**src/rtl/bit_serializer.sv**
```systemverilog
// MSB-first parallel-to-serial converter with a one-word holding register.
// Optional even-parity bit after each word when SERIALIZER_PARITY_EN is defined.
module bit_serializer #(
    parameter int WIDTH = 8
) (
    input  logic             Clock,
    input  logic             Reset,
    input  logic [WIDTH-1:0] Data_in,
    input  logic             Valid_in,
    output logic             Ready_out,
    output logic             Serial_out,
    output logic             Busy_out,
    output logic             Done_out
);

    localparam int CW = $clog2(WIDTH);
    localparam logic [CW-1:0] LAST = CW'(WIDTH - 1);
    localparam logic [CW-1:0] ONE  = CW'(1);
`ifndef SERIALIZER_PARITY_EN
    localparam logic [CW-1:0] PRE  = CW'(WIDTH - 2);
`endif

    typedef enum logic [1:0] {IDLE, SHIFT, PAR} state_e;

    state_e           state_q, state_d;
    logic [WIDTH-1:0] shreg_q, shreg_d;
    logic [WIDTH-1:0] hold_q, hold_d;
    logic [CW-1:0]    cnt_q, cnt_d;
    logic             full_q, full_d;
    logic             serial_q, serial_d;
    logic             busy_q, busy_d;
    logic             done_q, done_d;
`ifdef SERIALIZER_PARITY_EN
    logic             par_q, par_d;
`endif

    logic             accept;
    logic             load_en;
    logic             word_end;
    logic [WIDTH-1:0] load_w;

    assign Ready_out  = ~full_q & ~Reset;
    assign accept     = Valid_in & Ready_out;
    assign Serial_out = serial_q;
    assign Busy_out   = busy_q;
    assign Done_out   = done_q;

    always_comb begin
        state_d  = state_q;
        shreg_d  = shreg_q;
        hold_d   = hold_q;
        cnt_d    = cnt_q;
        full_d   = full_q;
        serial_d = 1'b0;
        done_d   = 1'b0;
        busy_d   = 1'b0;
        load_en  = 1'b0;
        load_w   = Data_in;
        word_end = 1'b0;
`ifdef SERIALIZER_PARITY_EN
        par_d    = par_q;
`endif

        unique case (state_q)
            IDLE: load_en = accept;
            SHIFT: begin
                if (cnt_q == LAST) begin
`ifdef SERIALIZER_PARITY_EN
                    state_d  = PAR;
                    serial_d = par_q;
                    done_d   = 1'b1;
`else
                    word_end = 1'b1;
`endif
                end else begin
                    // shreg_q[MSB] always holds the next bit to emit
                    serial_d = shreg_q[WIDTH-1];
                    shreg_d  = {shreg_q[WIDTH-2:0], 1'b0};
                    cnt_d    = cnt_q + ONE;
`ifndef SERIALIZER_PARITY_EN
                    done_d   = (cnt_q == PRE);
`endif
                end
            end
            PAR:     word_end = 1'b1;
            default: state_d  = IDLE;
        endcase

        if (state_q != IDLE && !word_end && accept) begin
            hold_d = Data_in;
            full_d = 1'b1;
        end

        if (word_end) begin
            if (full_q) begin
                load_en = 1'b1;
                load_w  = hold_q;
                full_d  = 1'b0;
            end else if (accept) begin
                load_en = 1'b1;
            end else begin
                state_d = IDLE;
            end
        end

        if (load_en) begin
            state_d  = SHIFT;
            serial_d = load_w[WIDTH-1];
            shreg_d  = {load_w[WIDTH-2:0], 1'b0};
            cnt_d    = '0;
            done_d   = 1'b0;
`ifdef SERIALIZER_PARITY_EN
            par_d    = ^load_w;
`endif
        end

        busy_d = (state_d != IDLE);
    end

    always_ff @(posedge Clock) begin
        if (Reset) begin
            state_q  <= IDLE;
            shreg_q  <= '0;
            hold_q   <= '0;
            cnt_q    <= '0;
            full_q   <= 1'b0;
            serial_q <= 1'b0;
            busy_q   <= 1'b0;
            done_q   <= 1'b0;
`ifdef SERIALIZER_PARITY_EN
            par_q    <= 1'b0;
`endif
        end else begin
            state_q  <= state_d;
            shreg_q  <= shreg_d;
            hold_q   <= hold_d;
            cnt_q    <= cnt_d;
            full_q   <= full_d;
            serial_q <= serial_d;
            busy_q   <= busy_d;
            done_q   <= done_d;
`ifdef SERIALIZER_PARITY_EN
            par_q    <= par_d;
`endif
        end
    end

endmodule

```
**config.mk**
```make
export PLATFORM = sky130hd
export DESIGN_NAME = bit_serializer
export DESIGN_NICKNAME = d
export VERILOG_FILES = /design/src/rtl/bit_serializer.sv
export SDC_FILE = /design/constraint.sdc
export NUM_CORES = 1
export LEC_CHECK = 0
export ABC_AREA = 0
export CORE_MARGIN = 1.5
export CORE_UTILIZATION = 61
export CTS_BUF_LIST = sky130_fd_sc_hd__clkbuf_2 sky130_fd_sc_hd__clkbuf_4 sky130_fd_sc_hd__clkbuf_8
export CTS_CLUSTER_SIZE = 40
export DETAILED_ROUTE_END_ITERATION = 12
export PLACE_DENSITY_LB_ADDON = 0.05
export SLEW_MARGIN = 0
export SYNTH_ARGS = -nofsm -noshare
export SYNTH_HDL_FRONTEND = slang
export SYNTH_SLANG_ARGS = --single-unit
```
**constraint.sdc**
```tcl
create_clock -name Clock -period 4.3 [get_ports Clock]
set_clock_uncertainty 0.05 [all_clocks]
set_input_delay 0.86 -clock Clock [delete_from_list [all_inputs] [get_ports Clock]]
set_output_delay 0.86 -clock Clock [all_outputs]
set_load 0.1 [all_outputs]
```
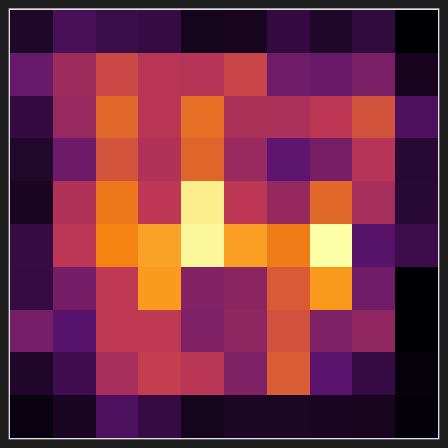
Run 1: signal metal coverage by tile
10 x 10 tiles, from black (low) to pale yellow (high), scaled to the fullest tile. Values are wire area over tile area, all layers added.
- emptiest ninth of the die: bottom right
- fullest tile: 0.44
- nearly empty tiles: 5.0%

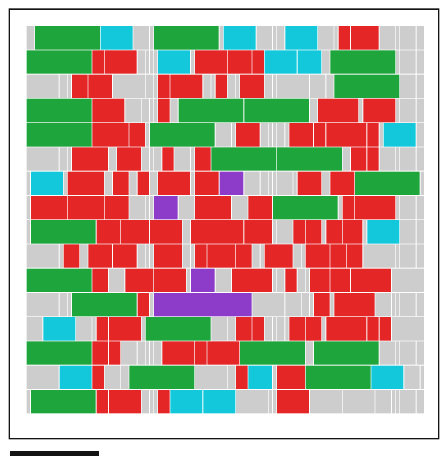
Run 1: placement by cell class
Bar = 10 µm. Fill, decap, tap and diode cells in gray.
- red: remaining logic cells (cells 96; share of their area 50%)
- purple: clock drivers and dummy loads (cells 4; share of their area 3.9%)
- cyan: remaining buffers and delay cells (cells 15; share of their area 11%)
- green: registers (cells 24; share of their area 35%)

==> run summary, run 1 <==
Max Freq: 335.1 MHz
Number of global-route vias before repair: 826
Placed Area: 0.001345 mm²
Crit path launch: Reset
Final setup violation count: 0
Reg2Reg Depth: 6
Layout cells sized above 1: 0.1367
Cycle use final: 0.6940
Largest register by flop count: hold_q
Sequential portion of the cell area: 0.3438
Non-clock buffers: 15
Gr ovfl total: 0
Status: completed
Largest register FFs: 8
Clock buffers: 3
Yosys stat area: 0.001235 mm²
Ports: 15
Worst R2R Setup Slack: 1.90 ns
RSZ-0062 raised after global routing: no
CP Max Fanout: 23
Distinct lib cells used: 33
Post-synth seq share: 0.3891
Via/cell ratio: 5.735
Post-Synthesis Cell Area: 0.001235 mm²
Post-synth top cells: 24 x dfxtp_1, 15 x nor2_1, 12 x a21oi_1, 9 x mux2i_1, 7 x nand2_1
Total Routing Usage GR: 0.2184
Multi-In Gates: 92
Design Power: 0.4904 mW
Top comb family, area: AND-OR/OR-AND gates
Met2 Use GR: 0.3973
Top cell excl fill/tap: dfxtp_1
Hold_ws: 0.4174 ns
Syn. warnings: 0
FP Util: 0.6360
Sw Ratio: 0.2534
# Post-CTS Setup Buffers: 0
Buffers & Inverters on Critical Path: 2
Yosys cell count: 128
Post-route ant nets: 0
Die area: 0.002304 mm²
Crit. path cell count: 6
Max clock buf depth: 2
Clock Pin Slew Worst Setup and Hold Paths: 0.13 ns
Synth top area share: 0.3891
First-pass GRT wire length: 3.470 mm
Final WS setup: 1.316 ns
Synth flops: 24
Die height: 48.00 µm
Crit-path cells: clkdlybuf4s50_1 > buf_4 > or3b_1 > a211oi_2 > mux2i_1 > nor2_1
Crit-path slowest cell: a211oi_2
Tap Count: 27
Place WS: 0.9755 ns
Routed wire per std cell: 13.87 µm
Final instance area: 0.001398 mm²
Ys flop type: dfxtp_1
Drt pass-1 iters: 4
LEAKAGE: 0.5105 nW
Post-synth ARST share: 0
Hold path startpoint: hold_q[4]$_SDFFE_PP0P_
Non-clk invs: 4
Core Box Area: 0.001942 mm²
Slew @ Worst Pin: 0.9922 ns
Peak supply drop: 315.9 µV
XOR Share, Synth: 0.007092
RR Endpoint: shreg_q[5]$_SDFFE_PP0P_
Buffers on Ports: 14
Final #Nets: 157
TritonCTS clock tree: built
Antenna diode count: 0
Clock share of power: 0.330
Top-count cell post-synth: dfxtp_1
1st-iter DRT viols: 17
Critical Path Source Type: input pin
Combinational Power Share: 0.181
DRC viols: 0
CTS H-tree lvls: 1
Max-Cap Viols: 0
Crit end category: flop
Crit path max-delay family: AND-OR/OR-AND gates
Hold Fails Final Rpt: 0
Setup TNS: 0 ns
Worst Path Required: 4.46 ns
Layout area overhead: 13.17%
Log Warnings: 29
Max_slew headroom: 0.3372
Max-area cell class: combinational gates
Mapped Cells: 128
Total wire length: 2.302 mm
Top flop regs: hold_q: 8 flops, shreg_q: 7 flops, cnt_q: 3 flops
Root buffer cell: clkbuf_4
Area leader, netlist: dfxtp_1
CP endpoint: hold_q[3]$_SDFFE_PP0P_
Vias: 952
MI comb area: 670.6 µm²
Fa+ha+maj area frac: 0.06079
Seq pwr share: 0.490
Synth top area cells: dfxtp_1 39%, mux2i_1 7.3%, ha_1 6.1%
GP Congestion: 0.8215
FF/Latch Area: 480.5 µm²
Insertion Delay late pin: 0.31 ns
Number of enable flip-flop cells: 0
Syn_nets: 145
Worst Hold Depth: 2
Yosys aoi share: 0.2158
GRT Max-Usage Layer: met2
CTS Sinks: 24
Pwr/cell area: 350.9 mW/mm²
Mapped Avg Cell Area: 9.648 µm²
Die X: 48.00 µm
Placed cells: 162
Most frequent cells in the layout: 24 x dfxtp_1, 15 x nor2_1, 13 x clkdlybuf4s50_1
Psw: 0.1243 mW
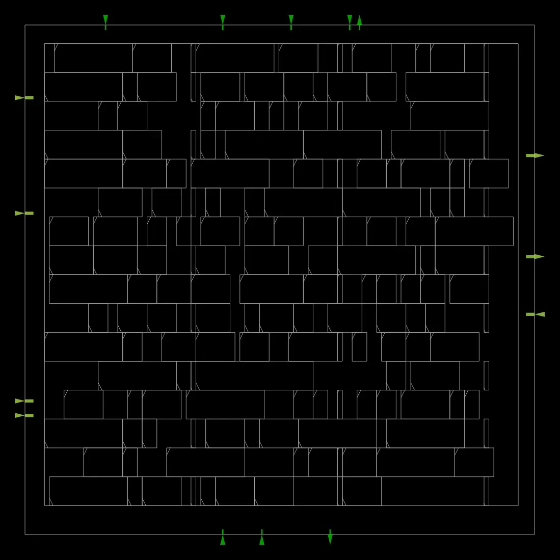
Run 1: placement view
number of fill cells: 160
Finished Layout Cells: 166

-- run 1: metal layers --
metal / up-vias / part of all wire
li1: 478 / -
met1: 456 / 0.46
met2: 14 / 0.50
met3: 4 / 0.028
met4: 0 / 0.013
met5: - / 0
-- run 1: power groups by stage --
| stage | combinational [mW] | clock [mW] | sequential (mW) |
|---|---|---|---|
| 5_1_grt | 0.0962 | 0.172 | 0.241 |
| 4_1_cts | 0.0890 | 0.162 | 0.240 |
| 6_report | 0.0887 | 0.162 | 0.240 |
| 3_5_place_dp | 0.0884 | 0 | 0.245 |
| 2_1_floorplan | 0.0597 | 0 | 0.253 |
| 3_3_place_gp | 0.0863 | 0 | 0.244 |
==> run 2: changes to the inputs <==
- CORE_ASPECT_RATIO: unset -> 0.6
- CORE_UTILIZATION: 61 -> 57
- clock period: 4.3 -> 3.1 ns (I/O delays scaled with it)
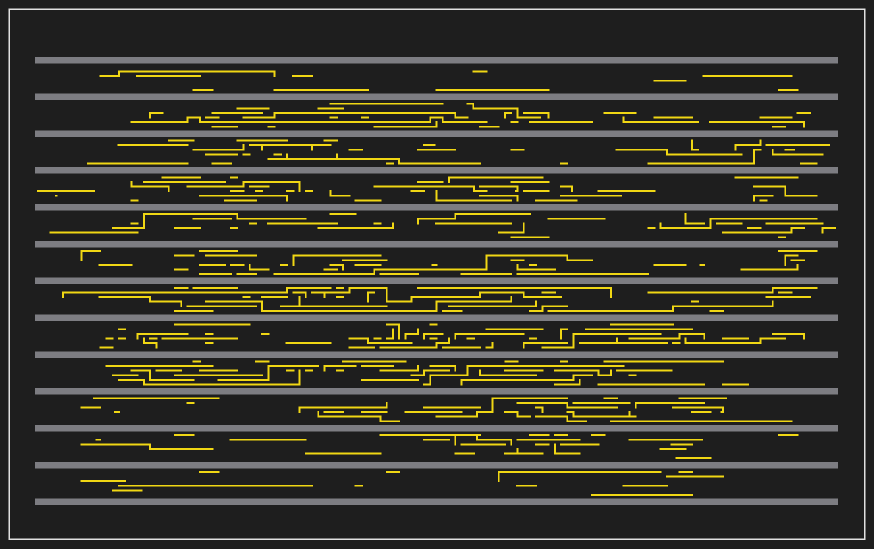
Run 2: met1 routing
Supply wires on this layer in gray.
- nets with wire on the layer: 142
- longest straight run: 17.0 µm
- wire length on this layer: 1170 µm
- main direction: horizontal

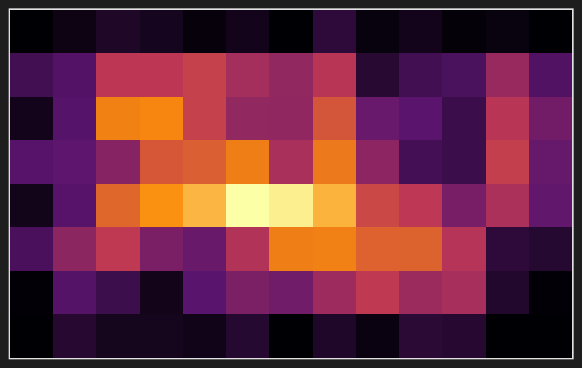
Run 2: signal metal coverage by tile
13 x 8 tiles, from black (low) to pale yellow (high), scaled to the fullest tile. Values are wire area over tile area, all layers added.
- tiles over half the peak: 23%
- fullest tile: 0.50
- mean over tiles: 0.16
- emptiest ninth of the die: bottom left
Total Routing Usage GR: 0.2254
Routed wire per std cell: 14.39 µm
Vias: 957
total wire length: 2.417 mm

==> run 2 against run 1 <==
Compared with the run above: register-to-register slack worse by 0.99 ns; count of clock-buffer cells in the layout unchanged; critical endpoint is now hold_q[5]$_SDFFE_PP0P_; first-iteration DRC count up 47%; critical path depth stayed put; cell count increased by 1.2%; die size up 7.0%; worst setup slack lost 0.61 ns; worst hold slack improved by 0.00090 ns; largest cell class unchanged; via count rose by 0.53%; synthesized cell count unchanged; clock power decreased by about 20%.
==> run summary, run 2 <==
Crit path max-delay family: buffers and inverters (was AND-OR/OR-AND gates)
Area leader, netlist: dfxtp_1 (unchanged)
Top-count cell post-synth: dfxtp_1 (unchanged)
Post-synth seq share: 0.3891 (unchanged)
Die height: 39.06 µm (was 48.00 µm)
Post-layout min period: 2.397 ns
Largest register FFs: 8 (unchanged)
Crit-path cells: clkdlybuf4s50_1 > or3b_1 > a211oi_2 > buf_4 > mux2i_1 > nor2_1 (was clkdlybuf4s50_1 > buf_4 > or3b_1 > a211oi_2 > mux2i_1 > nor2_1)
Cycle use final: 0.7733
Crit end category: flop (unchanged)
Final setup violation count: 0 (unchanged)
Worst Hold Depth: 2 (unchanged)
Layout area overhead: 12.46% (was 13.17%)
CTS H-tree lvls: 1 (unchanged)
Via/cell ratio: 5.696 (was 5.735)
Yosys cell count: 128 (unchanged)
Top cell excl fill/tap: dfxtp_1 (unchanged)
Clock buffers: 3 (unchanged)
Insertion Delay late pin: 0.31 ns (about the same)
Post-synth ARST share: 0 (unchanged)
Fa+ha+maj area frac: 0.06079 (unchanged)
WL met2: 1.066 mm (was 1.152 mm)
MI comb area: 670.6 µm² (unchanged)
Worst Path Required: 3.26 ns (was 4.46 ns)
Syn_nets: 145 (unchanged)
Gr ovfl total: 0 (unchanged)
Post-synth top cells: 24 x dfxtp_1, 15 x nor2_1, 12 x a21oi_1, 9 x mux2i_1, 7 x nand2_1 (unchanged)
Synth top area cells: dfxtp_1 39%, mux2i_1 7.3%, ha_1 6.1% (unchanged)
CTS Sinks: 24 (unchanged)
Post-Synthesis Cell Area: 0.001235 mm² (unchanged)
Synth top area share: 0.3891 (unchanged)
Drt pass-1 iters: 4 (unchanged)
Crit. path cell count: 6 (unchanged)
Met2 Use GR: 0.3697 (was 0.3973)
Slew @ Worst Pin: 0.4219 ns (was 0.9922 ns)
Die area: 0.002464 mm² (was 0.002304 mm²)
Pwr/cell area: 425.8 mW/mm² (was 350.9 mW/mm²)
Largest register by flop count: hold_q (unchanged)
Antenna diode count: 0 (unchanged)
Top flop regs: hold_q: 8 flops, shreg_q: 7 flops, cnt_q: 3 flops (unchanged)
LEAKAGE: 0.5168 nW (was 0.5105 nW)
Distinct lib cells used: 33 (unchanged)
Ports: 15 (unchanged)
Place WS: 0.3935 ns (was 0.9755 ns)
Max-area cell class: combinational gates (unchanged)
Metal1 wirelength: 1.173 mm (was 1.053 mm)
Top comb family, area: AND-OR/OR-AND gates (unchanged)
Non-clock buffers: 17 (was 15)
Post-route ant nets: 0 (unchanged)
Multi-In Gates: 92 (unchanged)
Number of enable flip-flop cells: 0 (unchanged)
CP Max Fanout: 8 (was 23)
GRT Max-Usage Layer: met2 (unchanged)
Clock-cell share of area: 0.01622 (was 0.03760)
Highest Signal Layer: met4 (unchanged)
Buffers & Inverters on Critical Path: 2 (unchanged)
Layout cells sized above 1: 0.1643 (was 0.1367)
# Post-CTS Setup Buffers: 0 (unchanged)
Syn. warnings: 0 (unchanged)
GP Congestion: 0.8223 (was 0.8215)
Clock share of power: 0.218 (was 0.330)
FF/Latch Area: 480.5 µm² (unchanged)
Crit path launch: Valid_in (was Reset)
Hold path startpoint: hold_q[1]$_SDFFE_PP0P_ (was hold_q[4]$_SDFFE_PP0P_)
FP Util: 0.6376 (was 0.6360)
TritonCTS clock tree: built (unchanged)
XOR Share, Synth: 0.007092 (unchanged)
Worst R2R Setup Slack: 0.91 ns (was 1.90 ns)
Mapped Cells: 128 (unchanged)
Die X: 63.09 µm (was 48.00 µm)
Final #Nets: 159 (was 157)
Sequential portion of the cell area: 0.3459 (was 0.3438)
Number of global-route vias before repair: 878 (was 826)
RSZ-0062 raised after global routing: no (unchanged)
Setup TNS: 0 ns (unchanged)
Reg2Reg Depth: 6 (unchanged)
Clock Pin Slew Worst Setup and Hold Paths: 0.11 ns (was 0.13 ns)
Mapped Avg Cell Area: 9.648 µm² (unchanged)
Yosys aoi share: 0.2158 (unchanged)
Met3 WL: 164 µm (was 65 µm)
Max-Cap Viols: 0 (unchanged)
Yosys stat area: 0.001235 mm² (unchanged)
Sw Ratio: 0.2797 (was 0.2534)
CP endpoint: hold_q[5]$_SDFFE_PP0P_ (was hold_q[3]$_SDFFE_PP0P_)
Crit-path slowest cell: or3b_1 (was a211oi_2)
Max clock buf depth: 2 (unchanged)
Max_slew headroom: 0.7187 (was 0.3372)
Status: completed (unchanged)
Core Box Area: 0.001937 mm² (was 0.001942 mm²)
First-pass GRT wire length: 4.160 mm (was 3.470 mm)
Ys flop type: dfxtp_1 (unchanged)
Number of fill cells: 157 (was 160)
Max Freq: 417.1 MHz
1st-iter DRT viols: 25 (was 17)
Buffers on Ports: 14 (unchanged)
Combinational Power Share: 0.218 (was 0.181)
Final WS setup: 0.7028 ns (was 1.316 ns)
Psw: 0.1654 mW (was 0.1243 mW)
Tap Count: 28 (was 27)
Root buffer cell: clkbuf_4 (unchanged)
RR Endpoint: shreg_q[1]$_SDFFE_PP0P_ (was shreg_q[5]$_SDFFE_PP0P_)
Log Warnings: 29 (unchanged)
Hold Fails Final Rpt: 0 (unchanged)
Synth flops: 24 (unchanged)
Non-clk invs: 4 (unchanged)
Most frequent cells in the layout: 24 x dfxtp_1, 15 x nor2_1, 12 x a21oi_1 (was 24 x dfxtp_1, 15 x nor2_1, 13 x clkdlybuf4s50_1)
Peak supply drop: 339.9 µV (was 315.9 µV)
Critical Path Source Type: input pin (unchanged)
Seq pwr share: 0.564 (was 0.490)
## run 2: cell counts after synthesis
No cell type changed its count.
## run 2: metrics by stage
step                      hold slack, ns  area (µm²)  cells  total power, mW    util
after global placement            0.3984        1366    165           0.4649  0.7054
after floorplan                   0.3857        1235    128           0.4334       -
after CTS                         0.4202        1389    168           0.5980  0.7171
after detailed placement          0.4040        1366    165           0.4682  0.7054
final                             0.4183        1389    168           0.5913  0.7171
after global routing              0.4390        1389    168           0.6255  0.7171
## run 2: power by group through the flow
stage / Sequential [mW] / Combinational, mW / Clock [mW]
2_1_floorplan: 0.351 / 0.0828 / 0
3_5_place_dp: 0.340 / 0.128 / 0
6_report: 0.333 / 0.129 / 0.129
4_1_cts: 0.333 / 0.129 / 0.136
3_3_place_gp: 0.339 / 0.126 / 0
5_1_grt: 0.335 / 0.140 / 0.151
Power is estimated from default activity; no workload was simulated.
